## src/rtl/tff_bank_sequencer.sv

```systemverilog
// Sequencer for a bank of external T flip-flops acting as a mod-M up/down counter.
// Commands (load, up N, down N, clear) arrive over a valid/ready handshake.
module tff_bank_sequencer #(
  parameter int WIDTH   = 4,
  parameter int MODULUS = 10
) (
  input  logic             clk,
  input  logic             reset,
  input  logic             cmd_valid,
  output logic             cmd_ready,
  input  logic [1:0]       cmd_op,
  input  logic [WIDTH-1:0] cmd_data,
  input  logic [WIDTH-1:0] cmd_count,
  input  logic [WIDTH-1:0] q_fb,
  output logic [WIDTH-1:0] t_out,
  output logic             busy,
  output logic             done,
  output logic             wrap
);

  typedef enum logic [1:0] {
    S_IDLE,
    S_LOAD,
    S_RUN,
    S_DONE
  } state_e;

  localparam logic [1:0] OP_LOAD  = 2'd0;
  localparam logic [1:0] OP_UP    = 2'd1;
  localparam logic [1:0] OP_DOWN  = 2'd2;
  localparam logic [1:0] OP_CLEAR = 2'd3;

  localparam logic [WIDTH-1:0] TOP = WIDTH'(MODULUS - 1);
  localparam logic [WIDTH:0]   MOD = (WIDTH+1)'(MODULUS);

  state_e           state_q;
  logic [1:0]       op_q;
  logic [WIDTH-1:0] data_q;
  logic [WIDTH-1:0] rem_q;

  logic [WIDTH-1:0] inc_d;
  logic [WIDTH-1:0] dec_d;
  logic             over_d;

  always_ff @(posedge clk or posedge reset) begin
    if (reset) begin
      state_q <= S_IDLE;
      op_q    <= OP_LOAD;
      data_q  <= '0;
      rem_q   <= '0;
    end else begin
      unique case (state_q)
        S_IDLE: begin
          if (cmd_valid) begin
            op_q   <= cmd_op;
            data_q <= cmd_data;
            rem_q  <= cmd_count;
            if (cmd_op == OP_LOAD || cmd_op == OP_CLEAR)
              state_q <= S_LOAD;
            else if (cmd_count != '0)
              state_q <= S_RUN;
            else
              state_q <= S_DONE;
          end
        end
        S_LOAD: state_q <= S_DONE;
        S_RUN: begin
          rem_q <= rem_q - WIDTH'(1);
          if (rem_q == WIDTH'(1))
            state_q <= S_DONE;
        end
        S_DONE: state_q <= S_IDLE;
        default: state_q <= S_IDLE;
      endcase
    end
  end

  // Toggle mask is q ^ next_value; out-of-range values fold back into 0..M-1.
  always_comb begin
    t_out  = '0;
    wrap   = 1'b0;
    inc_d  = q_fb + WIDTH'(1);
    dec_d  = q_fb - WIDTH'(1);
    over_d = {1'b0, q_fb} >= MOD;
    unique case (state_q)
      S_LOAD: begin
        if (op_q == OP_CLEAR)
          t_out = q_fb;
        else
          t_out = q_fb ^ data_q;
      end
      S_RUN: begin
        if (op_q == OP_DOWN) begin
          if (q_fb == '0) begin
            t_out = TOP;
            wrap  = 1'b1;
          end else if (over_d) begin
            t_out = q_fb ^ TOP;
            wrap  = 1'b1;
          end else begin
            t_out = q_fb ^ dec_d;
          end
        end else begin
          if (q_fb >= TOP) begin
            t_out = q_fb;
            wrap  = 1'b1;
          end else begin
            t_out = q_fb ^ inc_d;
          end
        end
      end
      default: ;
    endcase
  end

  assign cmd_ready = (state_q == S_IDLE) & ~reset;
  assign busy      = (state_q != S_IDLE);
  assign done      = (state_q == S_DONE);

endmodule

```

## config.mk

```make
export PLATFORM = sky130hd
export DESIGN_NAME = tff_bank_sequencer
export DESIGN_NICKNAME = d
export VERILOG_FILES = /design/src/rtl/tff_bank_sequencer.sv
export SDC_FILE = /design/constraint.sdc
export NUM_CORES = 1
export LEC_CHECK = 0
export CAP_MARGIN = 0
export CORE_UTILIZATION = 43
export DETAILED_ROUTE_END_ITERATION = 10
export GPL_TIMING_DRIVEN = 0
export PLACE_DENSITY_LB_ADDON = 0.2
export SLEW_MARGIN = 20
export SYNTH_ARGS = -nofsm -noshare
export SYNTH_HDL_FRONTEND = slang
export SYNTH_SLANG_ARGS = --single-unit
```

## constraint.sdc

```tcl
create_clock -name clk -period 1.46 [get_ports clk]
set_input_delay 0.219 -clock clk [delete_from_list [all_inputs] [get_ports clk]]
set_output_delay 0.219 -clock clk [all_outputs]
set_load 0.02 [all_outputs]
```

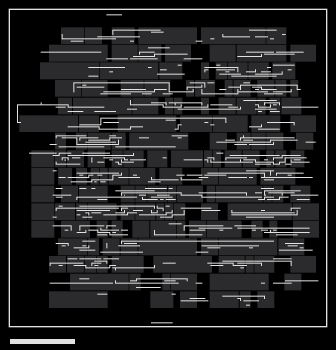
**Above:** run 1 (the metal 1 layer).
The bar under the picture is 10 um long.
154 nets have wire on it. The wires run mostly horizontal. The layer holds 43% of the routed length. The longest straight run is 23.5 um. The layer carries 1070 um of wire.

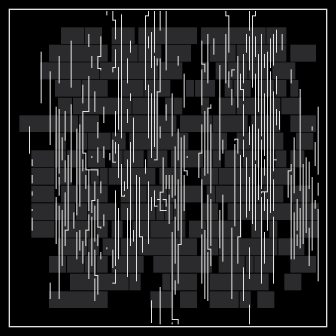
**Above:** run 1 (signal wires on met2).
The wires run mostly vertical. The layer holds 53% of the routed length. 150 nets have wire on it. The layer carries 1320 um of wire. The longest straight run is 21.8 um.

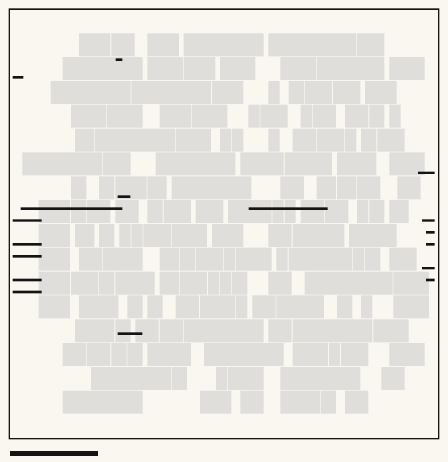
**Above:** run 1 (M3 wires).
The bar under the picture is 10 um long.
14 nets have wire on it. The wires run mostly horizontal. The longest straight run is 11.3 um. The layer holds 1.8% of the routed length.
GR Util met3: 2.492%
Routed Wire Length: 2.474 mm

==> reports/summary.txt, run 1 <==
Final ANT Viol Nets: 0
Worst EP arrival: 1.53 ns
Post-Syn Instances: 113
DR WL met3: 45 um
Total Nets Final: 177
Reg2Reg Depth: 7
Grt total ovfl: 0
Final setup margin: -0.2908 ns
Post-synth regs: 12
Fin crit period: 1.751 ns
Status: finished with violations
Clk sink count: 12
Max-cap violations: 0
Cell Rows: 16
Grt met1 use: 25.00%
Mapped cell area: 943.4 um2
Die Y: 48.84 um
Sequential area share after synthesis: 31.83%
HP Class: primary input to async pin
Most instantiated logic cells after routing: buf_4 (14), nand2_1 (12), dfrtp_1 (12), clkdlybuf4s50_1 (12), buf_6 (9)
Total power: 3.395 mW
IO Port Bufs: 22
Placed Area: 1260 um2
Clock transition at path regs: 0.07 ns
Final setup violation count: 9
Layout area overhead: 64.32%
Most frequent CP cell: o21ai_2
Adder share: 9.019%
Clock-cell share of area: 2.341%
Worst path cell trace: inv_2 > ha_4 > nand2_8 > a31oi_4 > o21ai_2 > o21ai_2 > buf_6
CP bufs+invs: 2
Top sig layer: met4
Asr flop ratio synth: 100.0%
Inserted Clock Buffers: 3
EDFF count, synth: 0
IR drop worst, VDD: 0.001698 V
P_comb: 2.47 mW
Worst slew pin tran: 0.4527 ns
Reg area: 300.3 um2
Failing checks: negative setup slack
Setup TNS: -1.349 ns
Post-route clock period utilization: 119.9%
Post-Layout Inst Area: 1550 um2
CP required: 1.24 ns
Dominant flop cell: dfrtp_1
Number of fill cells in the layout: 144
Worst r2r dst: rem_q[3]
Metal2 WL: 1.316 mm
Tightest hold margin: 0.3320 ns
Post-CTS Setup Repair Bufs: 11
Yosys cell types: 31
Finished Core Util: 76.67%
Net Sw Power: 1.476 mW
Fp util: 46.66%
Flip-flops: 12
Busiest grt layer: met2
Antenna diode instance count: 0
Tool Warnings: 32
Via count: 962
Crit path depth: 7
DP Cell Count: 162
Global-route wire length before repair: 4.146 mm
Area leader share: 31.83%
Setup crit end: t_out[2]
Non-clk invs: 7
Drt wl/cell: 13.74 um
Peak Freq: 0.5712 GHz
Final std cells w/o fill: 180
Largest net degree at the start of global routing: 13
Switching share of power: 43.48%
Crit-path max FO: 4
Comb/total area: 50.04%
Post-CTS sizing: 63
Layout cells sized above 1: 43.14%
CTS Hold Bufs: 0
Die X: 48.84 um
XORs/XNORs by Area: 6.499%
Synth top cells by count: nand2_1 (15), dfrtp_1 (12), a21oi_1 (7), inv_1 (7), nor2_1 (7)
Number of cells in Yosys stat: 113
RSZ-0062 raised after global routing: yes
Largest cell class by area: logic gates
Clock skew: 0.0009877 ns
Pre-CTS setup slack: -0.8492 ns
FF-to-FF Start: state_q[1]
Root buffer cell: clkbuf_4
Initial antenna violation count: 0
Synth mux share: 7.162%
==> run 1 -> run 2 <==
--- a/config.mk
+++ b/config.mk
@@ -10,6 +10,7 @@
 export DETAILED_ROUTE_END_ITERATION = 10
 export GPL_TIMING_DRIVEN = 0
 export PLACE_DENSITY_LB_ADDON = 0.2
+export SETUP_SLACK_MARGIN = 0.4
 export SLEW_MARGIN = 20
 export SYNTH_ARGS = -nofsm -noshare
 export SYNTH_HDL_FRONTEND = slang
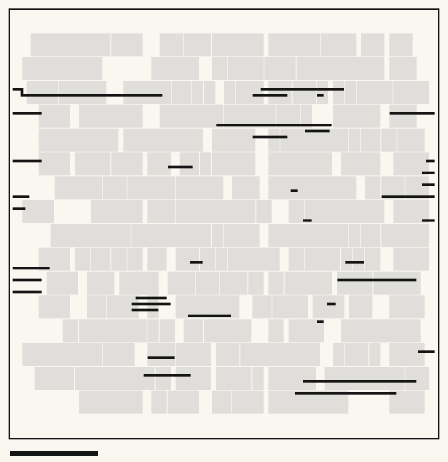
**Above:** run 2 (M3 wires).
The bar under the picture is 10 um long.
The wires run mostly horizontal. 32 nets have wire on it.

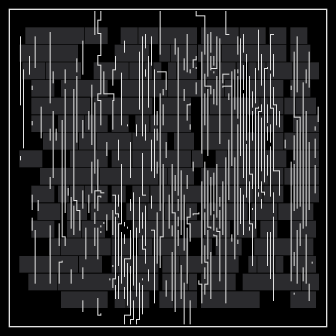
**Above:** run 2 (signal wires on met2).
The layer holds 47% of the routed length. 160 nets have wire on it. The longest straight run is 22.8 um.

==> reports/summary.txt, run 2 <==
Metal2 WL: 1.487 mm
Worst slew pin tran: 0.4636 ns
Tool Warnings: 33
CP bufs+invs: 2
GR Util met3: 4.050%
Fin crit period: 1.789 ns
Cell Rows: 16
Die X: 48.84 um
Worst r2r dst: rem_q[3]
CP required: 1.24 ns
Mapped cell area: 943.4 um2
Total Nets Final: 180
Synth top cells by count: nand2_1 (15), dfrtp_1 (12), a21oi_1 (7), inv_1 (7), nor2_1 (7)
Switching share of power: 45.03%
Routed Wire Length: 3.157 mm
Pre-CTS setup slack: -0.8581 ns
Grt total ovfl: 0
Drt wl/cell: 17.35 um
Non-clk invs: 7
Grt met1 use: 35.83%
Post-CTS Setup Repair Bufs: 12
Largest net degree at the start of global routing: 13
Clk sink count: 12
Failing checks: negative setup slack
Worst path cell trace: inv_2 > ha_4 > nand2_8 > a31oi_4 > o21ai_2 > o21ai_4 > buf_6
Number of fill cells in the layout: 102
Final std cells w/o fill: 182
Synth mux share: 7.162%
Fp util: 46.66%
DP Cell Count: 162
Clock transition at path regs: 0.08 ns
Reg area: 300.3 um2
Setup crit end: t_out[2]
Root buffer cell: clkbuf_4
Tightest hold margin: 0.3129 ns
Comb/total area: 52.73%
Status: finished with violations
Global-route wire length before repair: 4.830 mm
Post-synth regs: 12
Final setup violation count: 19
Crit path depth: 7
Yosys cell types: 31
Post-Layout Inst Area: 1742 um2
Layout area overhead: 84.62%
IR drop worst, VDD: 0.001527 V
Die Y: 48.84 um
DR WL met3: 147 um
EDFF count, synth: 0
Crit-path max FO: 4
XORs/XNORs by Area: 6.499%
Net Sw Power: 1.819 mW
Number of cells in Yosys stat: 113
Setup TNS: -2.728 ns
Max-cap violations: 0
Top sig layer: met4
Clock-cell share of area: 1.293%
Inserted Clock Buffers: 3
RSZ-0062 raised after global routing: yes
Layout cells sized above 1: 51.61%
Final setup margin: -0.3287 ns
Total power: 4.039 mW
Reg2Reg Depth: 8
Clock skew: 0.008061 ns
Dominant flop cell: dfrtp_1
Post-CTS sizing: 86
Post-route clock period utilization: 122.5%
IO Port Bufs: 22
Largest cell class by area: logic gates
Worst EP arrival: 1.57 ns
Busiest grt layer: met2
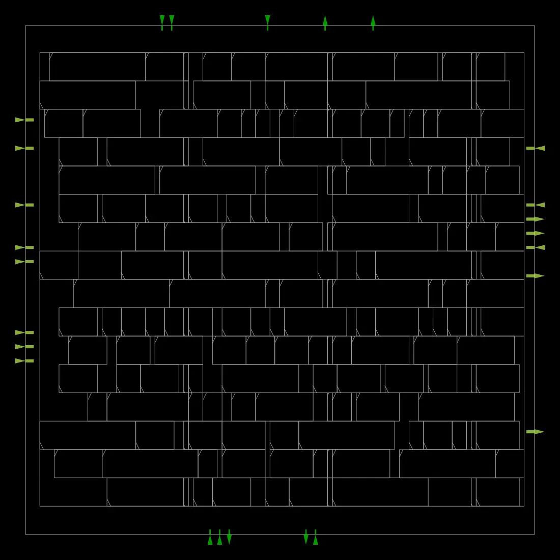
**Above:** run 2 (placement view).
Finished Core Util: 86.14%
Tap Cells: 27
Seq area share: 17.24%

No activity file was given, so power comes from the tool's default toggle rates.
